==> run_1/clock_nets.png <==
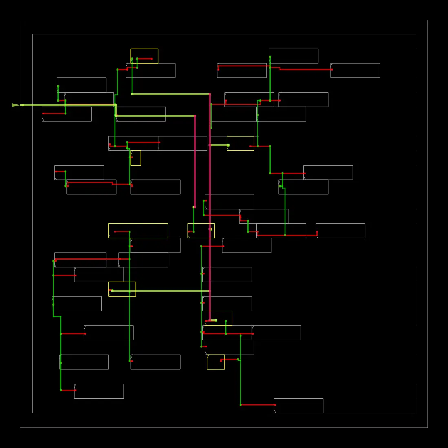
==> run_1/m3.png <==
Scale: 4 px per micron.
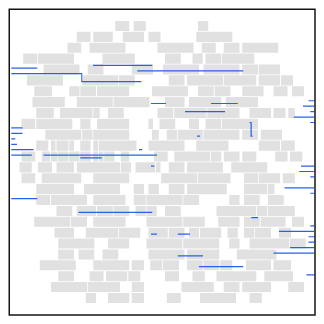
==> run_1/layers.png <==
Scale: 4 px per micron.
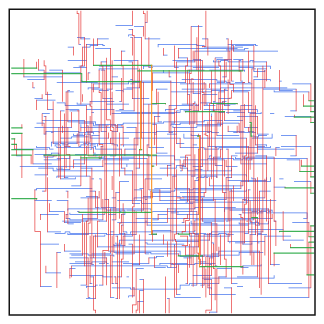
**src/rtl/regfile_scoreboard_pkg.sv**
```systemverilog
// regfile_scoreboard_pkg: shared defaults and address-width helper for the scoreboarded register file.
package regfile_scoreboard_pkg;
  localparam int DEF_DATA_W = 8;
  localparam int DEF_NUM_REGS = 4;
  function automatic int aw(input int n);
    return $clog2(n);
  endfunction
endpackage

```
**src/rtl/rf_scoreboard.sv**
```systemverilog
// rf_scoreboard: per-register pending-write flags, reservation acceptance and registered busy count.
module rf_scoreboard
  import regfile_scoreboard_pkg::*;
#(
  parameter int NUM_REGS = DEF_NUM_REGS,
  parameter int ZERO_REG = 0,
  localparam int AW = aw(NUM_REGS)
) (
  input  logic                clk,
  input  logic                reset_n,
  input  logic                write,
  input  logic [AW-1:0]       write_reg,
  input  logic                reserve,
  input  logic [AW-1:0]       reserve_reg,
  output logic [NUM_REGS-1:0] busy,
  output logic                reserve_ok,
  output logic [AW:0]         busy_count
);
  logic [NUM_REGS-1:0] busy_nxt;
  logic [AW:0] cnt_nxt;
  assign reserve_ok = reset_n && reserve && !busy[reserve_reg];
  // reserve is applied after the write-clear so a same-register reservation wins
  always_comb begin
    busy_nxt = busy;
    if (write) busy_nxt[write_reg] = 1'b0;
    if (reserve_ok) busy_nxt[reserve_reg] = 1'b1;
    if (ZERO_REG != 0) busy_nxt[0] = 1'b0;
    cnt_nxt = '0;
    for (int i = 0; i < NUM_REGS; i++) cnt_nxt += (AW+1)'(busy_nxt[i]);
  end
  always_ff @(posedge clk or negedge reset_n)
    if (!reset_n) begin
      busy <= '0;
      busy_count <= '0;
    end else begin
      busy <= busy_nxt;
      busy_count <= cnt_nxt;
    end
endmodule

```
**src/rtl/regfile_scoreboard.sv**
```systemverilog
// regfile_scoreboard: two-read one-write register file with write forwarding and a reservation scoreboard.
module regfile_scoreboard
  import regfile_scoreboard_pkg::*;
#(
  parameter int DATA_W = DEF_DATA_W,
  parameter int NUM_REGS = DEF_NUM_REGS,
  parameter int ZERO_REG = 0,
  parameter int BYPASS = 1,
  localparam int AW = aw(NUM_REGS)
) (
  input  logic              clk,
  input  logic              reset_n,
  input  logic [AW-1:0]     read_reg1,
  input  logic [AW-1:0]     read_reg2,
  output logic [DATA_W-1:0] read_data1,
  output logic [DATA_W-1:0] read_data2,
  output logic              read_busy1,
  output logic              read_busy2,
  input  logic              write,
  input  logic [AW-1:0]     write_reg,
  input  logic [DATA_W-1:0] write_data,
  input  logic              reserve,
  input  logic [AW-1:0]     reserve_reg,
  output logic              reserve_ok,
  output logic [AW:0]       busy_count
);
  logic [DATA_W-1:0] mem [NUM_REGS];
  logic [NUM_REGS-1:0] busy;
  logic zero1, zero2, fwd1, fwd2;
  rf_scoreboard #(.NUM_REGS(NUM_REGS), .ZERO_REG(ZERO_REG)) u_sb (
    .clk(clk), .reset_n(reset_n), .write(write), .write_reg(write_reg),
    .reserve(reserve), .reserve_reg(reserve_reg), .busy(busy),
    .reserve_ok(reserve_ok), .busy_count(busy_count)
  );
  always_ff @(posedge clk or negedge reset_n)
    if (!reset_n) for (int i = 0; i < NUM_REGS; i++) mem[i] <= '0;
    else if (write && !(ZERO_REG != 0 && write_reg == '0)) mem[write_reg] <= write_data;
  assign zero1 = ZERO_REG != 0 && read_reg1 == '0;
  assign zero2 = ZERO_REG != 0 && read_reg2 == '0;
  assign fwd1 = BYPASS != 0 && write && write_reg == read_reg1;
  assign fwd2 = BYPASS != 0 && write && write_reg == read_reg2;
  assign read_data1 = zero1 ? '0 : fwd1 ? write_data : mem[read_reg1];
  assign read_data2 = zero2 ? '0 : fwd2 ? write_data : mem[read_reg2];
  assign read_busy1 = !zero1 && !fwd1 && busy[read_reg1];
  assign read_busy2 = !zero2 && !fwd2 && busy[read_reg2];
endmodule

```
**config.mk**
```make
export PLATFORM = sky130hd
export DESIGN_NAME = regfile_scoreboard
export DESIGN_NICKNAME = d
export VERILOG_FILES = /design/src/rtl/regfile_scoreboard_pkg.sv /design/src/rtl/rf_scoreboard.sv /design/src/rtl/regfile_scoreboard.sv
export SDC_FILE = /design/constraint.sdc
export NUM_CORES = 1
export LEC_CHECK = 0
export CAP_MARGIN = 20
export CORE_MARGIN = 2
export CORE_UTILIZATION = 45
export DETAILED_ROUTE_END_ITERATION = 10
export GPL_ROUTABILITY_DRIVEN = 0
export PLACE_DENSITY = 0.73
export RECOVER_POWER = 50
export SYNTH_ARGS = -nofsm -noshare
export SYNTH_HDL_FRONTEND = slang
export SYNTH_SLANG_ARGS = --single-unit
```
**constraint.sdc**
```tcl
create_clock -name clk -period 1.97 [get_ports clk]
set_input_delay 0.197 -clock clk [delete_from_list [all_inputs] [get_ports clk]]
set_output_delay 0.197 -clock clk [all_outputs]
set_load 0.005 [all_outputs]
```
==> out/metrics.yaml, run 1 <==
run_status: "complete, no violations"
chipArea_sq_um: 5790
synthesis.nets: 163
setup_viol: 0
cts_htree_levels: 2
worstSetupStartpointType: "flip-flop"
netlist_area_before_placement_sq_um: 2340
synth_dominant_cell_count: "sky130_fd_sc_hd__dfrtp_1"
synth_cell_types: 23
leak_nw: 1.46
die_h_microns: 76.1
pwr-share-clk_pct: 24.6
diodes: 0
final_layout_size_suffix_gt1_share_pct: 59.4
max_clock_freq_ghz: 0.528
ys.flops: 39
slew_headroom_pct: 45.5
io_pins: 42
worst_r2r_path_depth: 5
timing.max_cap.violations: 0
drt-initial-drc-count: 155
crit_slowest_cell: "sky130_fd_sc_hd__mux4_2"
synthesis.area_per_instance_sq_um: 16.7
worst_hold_startpoint: "reset_n"
critical_path.startpoint: "mem[14]"
floorplanUtilization_pct: 46.1
max_transition_viols_final: 0
synth_area_leader_cell: "sky130_fd_sc_hd__dfrtp_1"
timing.clock.skew_ns: 0.00317
## Picture notes: clock_nets.png
power drawn by the clock network: 0.667 mW
sinks on the clock net: 39
cts bufs inserted: 5
insertion delay to the later sink of the worst-skew pair: 0.29 ns

## Picture notes: m3.png
36 nets have wire on it. The layer carries 255 microns of wire. The wires run mostly horizontal. The layer holds 4.3% of the routed length. The longest straight run is 28.1 microns.
total routed wirelength: 5890 microns
via count of the routed design: 1585
met3 usage in global routing: 3.79%

## Picture notes: layers.png
M2: marked red, wire length 3010 microns. M1: marked blue, wire length 2530 microns. M3: marked green, wire length 255 microns. M4: marked orange, wire length 91.8 microns.
wire length per cell: 20.5 microns
GR Util All Layers: 22.1%

run 1: state kept, by name, summed over array words and instances (netlist names):
name,count
mem,32
u_sb.busy_count,3
u_sb.busy,4
run 1: worst max-delay path: cells and delay by family, from the launching register on:
family / cells / cell delay (ns)
muxes: 2 / 0.73
buffers and inverters: 1 / 0.26
DFF: 1 / 0.41
run 1: power groups by stage:
stage	combinational, mW	clock [mW]	sequential [mW]
6_report	0.980	0.667	1.07
3_3_place_gp	0.908	0	1.07
2_1_floorplan	0.543	0	1.05
3_5_place_dp	0.926	0	1.09
5_1_grt	1.05	0.725	1.09
4_1_cts	0.983	0.682	1.06
run 1: per-layer routing:
metal	routed length, microns	track usage (%)	part of all wire (%)	up-vias
li1	-	-	-	701
met1	2530	28.9	43	823
met2	3010	37.6	51	52
met3	255	3.79	4.3	9
met4	91	7.45	1.5	0
met5	0	0	0	-
run 1: placed cells by master, fill, tap and decap left out, drive strengths merged:
master	n
and2	2
dlymetal6s2s	1
fa	1
bufinv	1
inv	1
nand3	6
ha	2
dlygate4sd3	1
buf	30
mux4	19
nor2	1
xnor2	4
nor3b	1
clkdlybuf4s50	14
nand2b	1
dlygate4sd2	19
o41ai	2
o31ai	2
clkinv	2
clkbuf	10
mux2	48
nand3b	2
clkdlybuf4s15	4
nand2	4
dfrtp	39
run 1: logic make-up (layout without fill, tap and decap cells):
| logic type | after synthesis | count (layout) | synth area share, % |
|---|---|---|---|
| mux | 67 | 67 | 44.3 |
| flops | 39 | 39 | 41.8 |
| simple gates | 15 | 17 | 5.51 |
| buf+inv | 8 | 83 | 2.30 |
| compound gates | 4 | 4 | 1.39 |
| xor+xnor | 4 | 4 | 2.78 |
| fa+ha+maj | 3 | 3 | 1.93 |
run 1: per-stage QoR:
stage          hold WS, ns  setup slack [ns]
2_1_floorplan      -0.0986            0.0115
3_3_place_gp         0.207            -0.357
3_5_place_dp         0.218            -0.411
4_1_cts              0.263            0.0191
5_1_grt              0.281          -0.00142
6_report             0.281            0.0748
run 1: layout make-up:
class | instances | share of cell area (%)
Sequential cell | 39 | 29.8
Multi-Input combinational cell | 95 | 42.8
Tap cell | 70 | 2.67
Timing Repair Buffer | 74 | 21.1
Inverter | 1 | 0.115
Clock buffer | 5 | 2.10
Clock inverter | 3 | 1.34
run 1: repair_timing:
item                                    CTS  global route
pin swaps                                 4             2
endpoints found under the setup margin   20             5
hold endpoints to repair                 39             0
setup buffers                            10             1
gates resized                            44             7
cloned                                    4             0
hold buffers                              1             0
run 1: worst min path at each step:
stage	to	depth (start not counted)	slack, ns
global placement	mem[9]	2	0.21
CTS	u_sb.busy[1]	3	0.26
detailed placement	mem[9]	2	0.22
finish	u_sb.busy[0]	3	0.28
global route	u_sb.busy[0]	3	0.28
floorplan	mem[0]	0	-0.1
==> run_1/floorplan.png <==
Scale: 4 px per micron. Pins as bars on the die edge. Tap cells in gray.
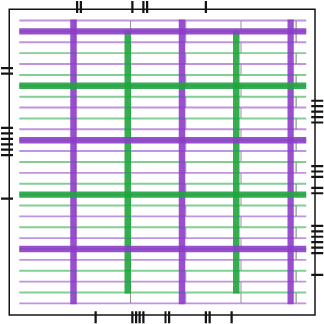

==> run 2, diff against run 1 <==
- CORE_UTILIZATION: 45 -> 47
- PLACE_DENSITY: 0.73 -> 0.75
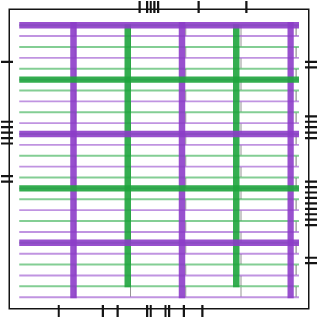
(run_2/floorplan.png)
Scale: 4 px per micron. Pins as bars on the die edge. Tap cells in gray.
VDD: marked green. VSS: marked purple.
67 tap cells. 42 signal pins sit on the boundary. 5 straps on met4. The core has 25 rows. 5 straps on met5.

==> run 2 against run 1 <==
Synthesized cell count unchanged. Die area decreased by 4.0%. Critical endpoint is now read_data2[3]. Maximum frequency decreased by 1.2%. Critical path depth increased by 4. Cell area increased by 2.3%.
==> out/metrics.yaml, run 2 <==
run_status: "complete, no violations"
drt-initial-drc-count: 93
wl_met1_microns: 2650
netlist_area_before_placement_sq_um: 2340
max_transition_viols_final: 0
final_layout_worst_hold_slack_ns: 0.268
chipArea_sq_um: 5550
synth_dominant_cell_count: "sky130_fd_sc_hd__dfrtp_1"
wl_met2_microns: 3110
synthesis.nets: 163
worstSkewPairLatency_ns: 0.29
setup_viol: 0
lay_top_count: "sky130_fd_sc_hd__dfrtp_1"
largest_register_ff_count: 32
ys.flops: 39
routed.top_layer: "met4"
final_layout_size_suffix_gt1_share_pct: 59.9
synth_area_leader_cell: "sky130_fd_sc_hd__dfrtp_1"
max_clock_freq_ghz: 0.521
die_h_microns: 74.5
dr_wl_met3_microns: 254
biggestRegsByFlops: "mem (32), u_sb.busy (4), u_sb.busy_count (3)"
synth_cell_types: 23
diodes: 0
regMostFlops: "mem"
io_pins: 42
synthesis.area_per_instance_sq_um: 16.7
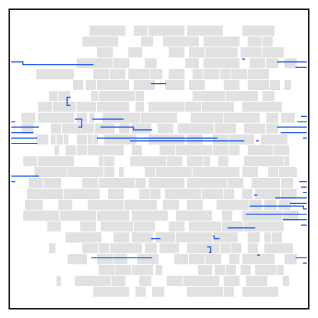
(run_2/m3.png)
Scale: 4 px per micron.
The layer holds 4.2% of the routed length. The longest straight run is 29.9 microns.
via count of the routed design: 1645
total routed wirelength: 6130 microns
met3 usage in global routing: 4.74%

[run 2: cell counts after synthesis]
No cell type changed its count.
[run 2: area by class of cell]
type,instances,area [sq um]
Clock buffer,6,82.6
Clock inverter,1,5.00
Fill cell,343,1400
Inverter,1,3.75
Multi-Input combinational cell,95,1400
Sequential cell,39,977
Tap cell,67,83.8
Timing Repair Buffer,90,801
[run 2: final timing paths]
path | startpoint | to | slack (ns) | cells after the start
worst max register to register | u_sb.busy[1] | u_sb.busy_count[1] | 0.09 | 5
worst max-delay path | read_reg2[0] | read_data2[3] | 0.05 | 7
worst min-delay path | reset_n | u_sb.busy[1] | 0.27 | 3
max in group asynchronous | reset_n | mem[6] | 0.76 | 3
worst min register to register | u_sb.busy[0] | u_sb.busy[0] | 0.53 | 1
min in group asynchronous | reset_n | u_sb.busy_count[0] | 0.62 | 3
[run 2: logic make-up after synthesis]
kind of cell / Yosys count / share of synthesized area, %
xor+xnor: 4 / 2.78
fa+ha+maj: 3 / 1.93
flops: 39 / 41.8
compound gates: 4 / 1.39
buf+inv: 8 / 2.30
simple gates: 15 / 5.51
mux: 67 / 44.3
[run 2: per-layer routing]
metal | GRT usage [%] | vias up
met5 | 0 | -
met4 | 9.33 | 0
met3 | 4.74 | 12
met2 | 40.1 | 48
met1 | 29.7 | 848
li1 | - | 737
[run 2: worst max-delay path, stage by stage]
cell and delay [ns]:
sky130_fd_sc_hd__buf_2 0.13, sky130_fd_sc_hd__bufbuf_16 0.28, sky130_fd_sc_hd__xnor2_4 0.22, sky130_fd_sc_hd__nand3_4 0.16
sky130_fd_sc_hd__buf_4 0.17, sky130_fd_sc_hd__mux2_4 0.29, sky130_fd_sc_hd__dlygate4sd2_1 0.26
[run 2: metrics by stage]
stage / std cells / area [sq um] / setup slack, ns / TNS, ns / util [%]
floorplan: 140 / 2370 / 0.0115 / 0 / -
global placement: 261 / 2970 / -0.327 / -6.39 / 62.4
detailed placement: 261 / 2970 / -0.342 / -6.63 / 62.4
CTS: 294 / 3350 / 0.000260 / 0 / 70.5
global route: 299 / 3350 / -0.000736 / -0.000736 / 70.5
finish: 299 / 3350 / 0.0523 / 0 / 70.5
[run 2: repair_timing]
action,in CTS,in global routing
endpoints found under the setup margin,20,11
hold buffers,1,0
resized,47,9
pin swaps,8,4
cloned,4,0
endpoints found under the hold margin,39,0
buffers inserted,21,5
[run 2: report_power, final]
part	switching [mW]	internal, mW	leakage [nW]
registers	0.100	0.963	0.467
clock network	0.265	0.275	0.0470
logic	0.356	0.673	0.997
No activity file was given, so power comes from the tool's default toggle rates.
